==> config.mk <==
export PLATFORM = sky130hd
export DESIGN_NAME = fusion_psum_accum
export DESIGN_NICKNAME = d
export VERILOG_FILES = /design/src/rtl/fusion_pkg.sv /design/src/rtl/fusion_psum_extend.sv /design/src/rtl/fusion_psum_accum.sv
export SDC_FILE = /design/constraint.sdc
export NUM_CORES = 1
export LEC_CHECK = 0
export ABC_CLOCK_PERIOD_IN_PS = 4780
export CAP_MARGIN = 25
export CORE_MARGIN = 2
export CORE_UTILIZATION = 60
export DETAILED_ROUTE_END_ITERATION = 8
export HOLD_SLACK_MARGIN = 0.06
export PLACE_DENSITY_LB_ADDON = 0.25
export SYNTH_ARGS = -nofsm -noshare
export SYNTH_HDL_FRONTEND = slang
export SYNTH_SLANG_ARGS = --single-unit
==> constraint.sdc <==
create_clock -name clk -period 4.78 [get_ports clk]
set_clock_uncertainty 0.15 [all_clocks]
set_input_delay 0.717 -clock clk [delete_from_list [all_inputs] [get_ports clk]]
set_output_delay 0.717 -clock clk [all_outputs]
set_load 0.005 [all_outputs]
==> src/rtl/fusion_pkg.sv <==
// Shared types and helpers for the fusion-unit psum accumulator.
//   state_e   : accumulator FSM states (ACCUM, HOLD)
//   NIBBLE_W  : bit width of one nibble position step
//   PSUM_W    : width of a partial product from the fusion unit
//   sat_add() : two's-complement add at a runtime width with clamp-on-overflow
package fusion_pkg;

    localparam int NIBBLE_W = 4;
    localparam int PSUM_W   = 8;

    typedef enum logic [0:0] {
        ACCUM = 1'b0,
        HOLD  = 1'b1
    } state_e;

    typedef struct packed {
        logic [63:0] sum;
        logic        ovf;
    } sat_res_t;

    // Operands are w-bit values zero-padded into 64 bits (w < 64). The sum is
    // returned in the low w bits, clamped to +max / -min when the add overflows.
    function automatic sat_res_t sat_add(input logic [63:0] a,
                                         input logic [63:0] b,
                                         input int unsigned w);
        sat_res_t    res;
        logic [63:0] mask;
        logic [63:0] s;
        logic [5:0]  msb;
        logic        sa;
        logic        sb;
        logic        ss;
        mask    = (64'd1 << w) - 64'd1;
        msb     = 6'(w - 1);
        s       = (a + b) & mask;
        sa      = a[msb];
        sb      = b[msb];
        ss      = s[msb];
        res.ovf = (sa == sb) && (ss != sa);
        if (res.ovf) res.sum = sa ? (64'd1 << msb) : (mask >> 1);
        else         res.sum = s;
        return res;
    endfunction

endpackage

==> src/rtl/fusion_psum_extend.sv <==
// Combinational term builder: sign- or zero-extends an 8-bit partial product
// to ACC_W bits and shifts it left by 4*psum_shift.
//   psum_in     : partial product
//   psum_signed : 1 = two's-complement input
//   psum_shift  : nibble position
//   term        : extended, shifted term truncated to ACC_W
module fusion_psum_extend
    import fusion_pkg::*;
#(
    parameter int ACC_W   = 24,
    parameter int SHIFT_W = 2
) (
    input  logic [PSUM_W-1:0]  psum_in,
    input  logic               psum_signed,
    input  logic [SHIFT_W-1:0] psum_shift,
    output logic [ACC_W-1:0]   term
);

    logic [ACC_W-1:0]   ext;
    logic [SHIFT_W+1:0] sh_amt;
    logic               fill;

    assign fill   = psum_signed & psum_in[PSUM_W-1];
    assign ext    = {{(ACC_W-PSUM_W){fill}}, psum_in};
    // 4*psum_shift as a plain concatenation keeps the shifter small
    assign sh_amt = {psum_shift, 2'b00};
    assign term   = ext << sh_amt;

endmodule

==> src/rtl/fusion_psum_accum.sv <==
// Consumer end of the fusion-unit psum interface. Accumulates shifted,
// extended partial products until a "last" beat and presents the composed
// result on a valid/ready output.
//   clk, rst_n          : clock, async active-low reset
//   psum_*              : beat input (valid/ready) with sign, shift and last
//   acc_out/acc_valid/acc_ready : composed result handshake
//   beat_cnt            : beats accepted for the current result (saturating)
//   sat_flag            : saturation seen in the current result
// Build option: define FUSION_ACC_SAT_EN for clamping adds; otherwise adds
// wrap and sat_flag is constant 0.
//
// state | meaning
// ACCUM | accepting beats, summing into acc
// HOLD  | result presented, waiting for acc_ready
module fusion_psum_accum
    import fusion_pkg::*;
#(
    parameter int ACC_W   = 24,
    parameter int SHIFT_W = 2
) (
    input  logic               clk,
    input  logic               rst_n,
    input  logic [PSUM_W-1:0]  psum_in,
    input  logic               psum_signed,
    input  logic [SHIFT_W-1:0] psum_shift,
    input  logic               psum_last,
    input  logic               psum_valid,
    output logic               psum_ready,
    output logic [ACC_W-1:0]   acc_out,
    output logic               acc_valid,
    input  logic               acc_ready,
    output logic [7:0]         beat_cnt,
    output logic               sat_flag
);

    state_e           state_q, state_d;
    logic [ACC_W-1:0] acc_q, acc_d;
    logic [ACC_W-1:0] acc_out_q, acc_out_d;
    logic             acc_valid_q, acc_valid_d;
    logic [7:0]       beat_cnt_q, beat_cnt_d;
    logic             sat_q, sat_d;

    logic [ACC_W-1:0] term;
    logic [ACC_W-1:0] sum;
    logic             sum_ovf;
    logic             accept;

    fusion_psum_extend #(
        .ACC_W   (ACC_W),
        .SHIFT_W (SHIFT_W)
    ) u_extend (
        .psum_in     (psum_in),
        .psum_signed (psum_signed),
        .psum_shift  (psum_shift),
        .term        (term)
    );

`ifdef FUSION_ACC_SAT_EN
    sat_res_t               sat_res;
    logic [63-ACC_W:0]      sat_res_unused;
    assign sat_res        = sat_add(64'(acc_q), 64'(term), ACC_W);
    assign sum            = sat_res.sum[ACC_W-1:0];
    assign sum_ovf        = sat_res.ovf;
    assign sat_res_unused = sat_res.sum[63:ACC_W];
`else
    assign sum     = acc_q + term;
    assign sum_ovf = 1'b0;
`endif

    assign psum_ready = (state_q == ACCUM);
    assign accept     = psum_valid && psum_ready;

    always_comb begin
        state_d     = state_q;
        acc_d       = acc_q;
        acc_out_d   = acc_out_q;
        acc_valid_d = acc_valid_q;
        beat_cnt_d  = beat_cnt_q;
        sat_d       = sat_q;
        case (state_q)
            ACCUM: begin
                if (accept) begin
                    beat_cnt_d = (beat_cnt_q == 8'hFF) ? beat_cnt_q : beat_cnt_q + 8'd1;
                    sat_d      = sat_q | sum_ovf;
                    if (psum_last) begin
                        acc_out_d   = sum;
                        acc_valid_d = 1'b1;
                        acc_d       = '0;
                        state_d     = HOLD;
                    end else begin
                        acc_d = sum;
                    end
                end
            end
            HOLD: begin
                if (acc_ready) begin
                    acc_valid_d = 1'b0;
                    beat_cnt_d  = 8'd0;
                    sat_d       = 1'b0;
                    state_d     = ACCUM;
                end
            end
            default: state_d = ACCUM;
        endcase
    end

    always_ff @(posedge clk or negedge rst_n) begin
        if (!rst_n) begin
            state_q     <= ACCUM;
            acc_q       <= '0;
            acc_out_q   <= '0;
            acc_valid_q <= 1'b0;
            beat_cnt_q  <= 8'd0;
            sat_q       <= 1'b0;
        end else begin
            state_q     <= state_d;
            acc_q       <= acc_d;
            acc_out_q   <= acc_out_d;
            acc_valid_q <= acc_valid_d;
            beat_cnt_q  <= beat_cnt_d;
            sat_q       <= sat_d;
        end
    end

    assign acc_out   = acc_out_q;
    assign acc_valid = acc_valid_q;
    assign beat_cnt  = beat_cnt_q;
    assign sat_flag  = sat_q;

endmodule

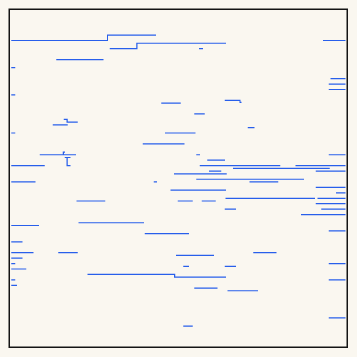
(images/met3.png)
(4 px per um)
main direction: horizontal
wire length on this layer: 514 um
share of all routed wire: 5.6%
Final Routed Wirelength: 9140 um
M3 GR Usage: 4.62%
DR vias: 3364

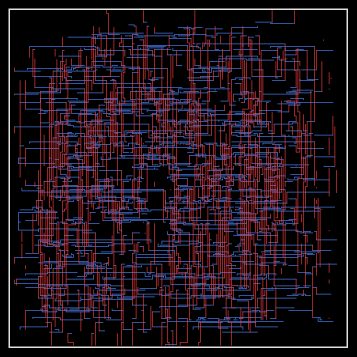
(images/metal_stack.png)
(4 px per um) Two of the layers only.
[red] met2 | wire length: 4490 um
[blue] met1 | wire length: 3960 um
gr usage total: 27.1%
WL/cell: 16.1 um

==> CHANGELOG.md <==
## Flow update

- Status: complete, no violations
- Actual slew at the worst max-slew pin: 0.740 ns
- Syn Area/Cell: about 8.8 sq um
- Crit end category: flop
- Num CTS Buffers: 9
- GR Util met1: 34.1%
- Critical path type: input pin to flop
- Fillers: around 520
- Latency at later pin: 0.35 ns
- Top_reg_cell synth: dfrtp_1
- Worst hold path depth: 2
- Initial drt markers: ~210
- Count of library flops with an enable pin: 0
- Most frequent cells in the layout: nand2_1 (84), dfrtp_1 (58), clkdlybuf4s50_1 (48), a21oi_1 (30), nor2_1 (29)
- CP startpoint: psum_shift[1]
- Slew headroom: between 50% and 60%
- FF-to-FF End: acc_q[20]
- R2r setup slk: about 2.0 ns
- HP Class: flop to flop
- CTS sink count: roughly 58
- Final hold viol count: 0
- Crit path max-delay cell type: clkdlybuf4s50_1
- WP data arrival: 3.95 ns
- Drt pass-1 iters: 4
- Final Non-Filler Cells: 567
- Die area: approximately 0.0071 sq mm
- P_leak: about 2.1 nW
- Gr busiest metal: met2
- Flops after synth: 58
- ANT cells: 0
- Remaining DRCs: 0
- Combinational power share: between 40 and 50%
- CP Cell Sequence: clkdlybuf4s50_1 -> nor2_1 -> and2_1 -> ha_1 -> inv_1 -> fa_1 -> nor2b_4 -> o31a_4 -> o21ai_2 -> a21oi_2 -> o41ai_4 -> o41a_1 -> xor2_1 -> o31ai_1
- Final Hold Slack: roughly 0.33 ns
- Largest net degree at the start of global routing: between 50 and 60
- Vias in the first global route: approximately 3400
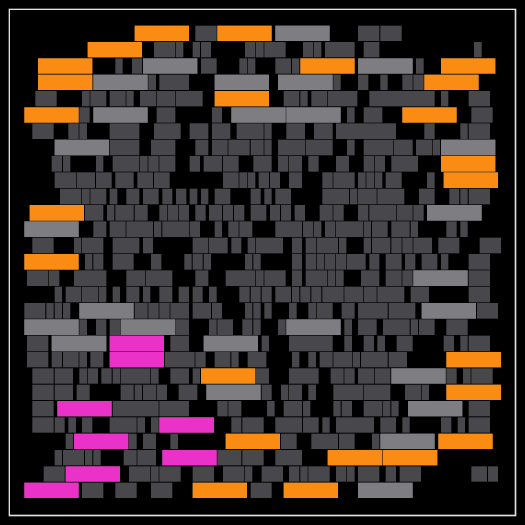
(images/registers.png)
(6 px per um) Other sequential cells in the stronger gray, the rest of the logic in the fainter gray.
[magenta] beat_cnt | sequential cells: 8 | where: bottom left
[orange] acc_out | sequential cells: 24 | where: spread over the die
not colored: 26
Util after Layout: 72.7%
Seq group: 0.000753 W

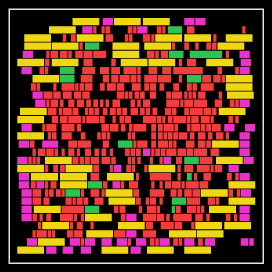
(images/cell_classes.png)
(3 px per um)
[red] all other logic | cells: 361 | share of their area: 51%
[green] clock drivers and dummy loads | cells: 15 | share of their area: 4.6%
[yellow] flip-flops | cells: 58 | share of their area: 33%
[magenta] other buffers and delay cells | cells: 56 | share of their area: 12%
row count: 29
finished layout cell area: 0.00456 sq mm

[power by group through the flow]
stage	clock network [W]	registers, W	logic, W
4_1_cts	0.000478	0.000754	0.000904
6_report	0.000471	0.000753	0.000908
3_3_place_gp	0	0.000753	0.000874
5_1_grt	0.000494	0.000771	0.00101
3_5_place_dp	0	0.000760	0.000897
2_1_floorplan	0	0.000748	0.000564
[Yosys cell counts (4+ instances only)]
cell	count	share of area (%)
clkbuf_1	11	1.1
nor2b_1	4	0.65
o21a_1	4	0.78
nand4_1	8	1.3
a21oi_1	30	3.9
a21o_1	12	2.3
mux2i_1	7	1.8
o21ai_1	17	2.2
and2_1	4	0.65
nand2_1	84	8.2
o31ai_1	20	3.9
dfrtp_1	58	38
xor2_1	14	3.2
ha_1	24	7.8
nor2_1	29	2.8
xnor2_1	11	2.5
nand3_1	11	1.4
inv_1	6	0.58
o21ai_0	27	3.5
nor3_1	5	0.65
[cells by family (layout without fill, tap and decap cells)]
group	after synthesis	in the layout	share of synthesized area, %
AND-OR/OR-AND	136	136	23.7
multiplexers	8	8	2.11
flip-flops	58	58	37.7
AND/OR/NAND/NOR	159	159	18.2
other	1	1	0.0973
buffers and inverters	28	78	4.22
XOR/XNOR	25	25	5.68
adder cells (fa/ha/maj)	25	25	8.31
[sequential cells by signal, indices dropped and copies added (netlist names)]
name       count
acc_q         24
beat_cnt       8
state_q        1
acc_valid      1
acc_out       24
[metal layers]
metal / vias up / routed length (um)
met3: 17 / 513
met2: 103 / 4490
met4: 0 / 169
li1: 1655 / -
met5: - / 0
met1: 1589 / 3960
[stage by stage]
step	setup WS (ns)	power, W
2_1_floorplan	1.18	0.00131
3_3_place_gp	0.665	0.00163
3_5_place_dp	0.631	0.00166
4_1_cts	0.945	0.00214
5_1_grt	0.626	0.00227
6_report	0.927	0.00213
[worst max path at each step]
stage / end
CTS: acc_q[20]
finish: acc_q[20]
floorplan: acc_q[20]
global route: acc_q[23]
detailed placement: acc_q[20]
global placement: acc_q[23]
[area by class of cell]
type	instances	area (sq um)	share of cell area (%)
multi-input combinational	354	2240	49.1
inverter	7	26.3	0.576
clock buffer	13	169	3.70
timing repair buffer	56	546	12.0
clock inverter	2	35.0	0.768
sequential	58	1450	31.8
tap	77	96.3	2.11
[critical path, delay by kind of cell]
| kind | cells | cell delay [ns] |
|---|---|---|
| fa+ha+maj | 2 | 0.60 |
| xor+xnor | 1 | 0.18 |
| compound gates | 6 | 1.18 |
| buf+inv | 2 | 0.67 |
| simple gates | 3 | 0.60 |
Power is estimated from default activity; no workload was simulated.
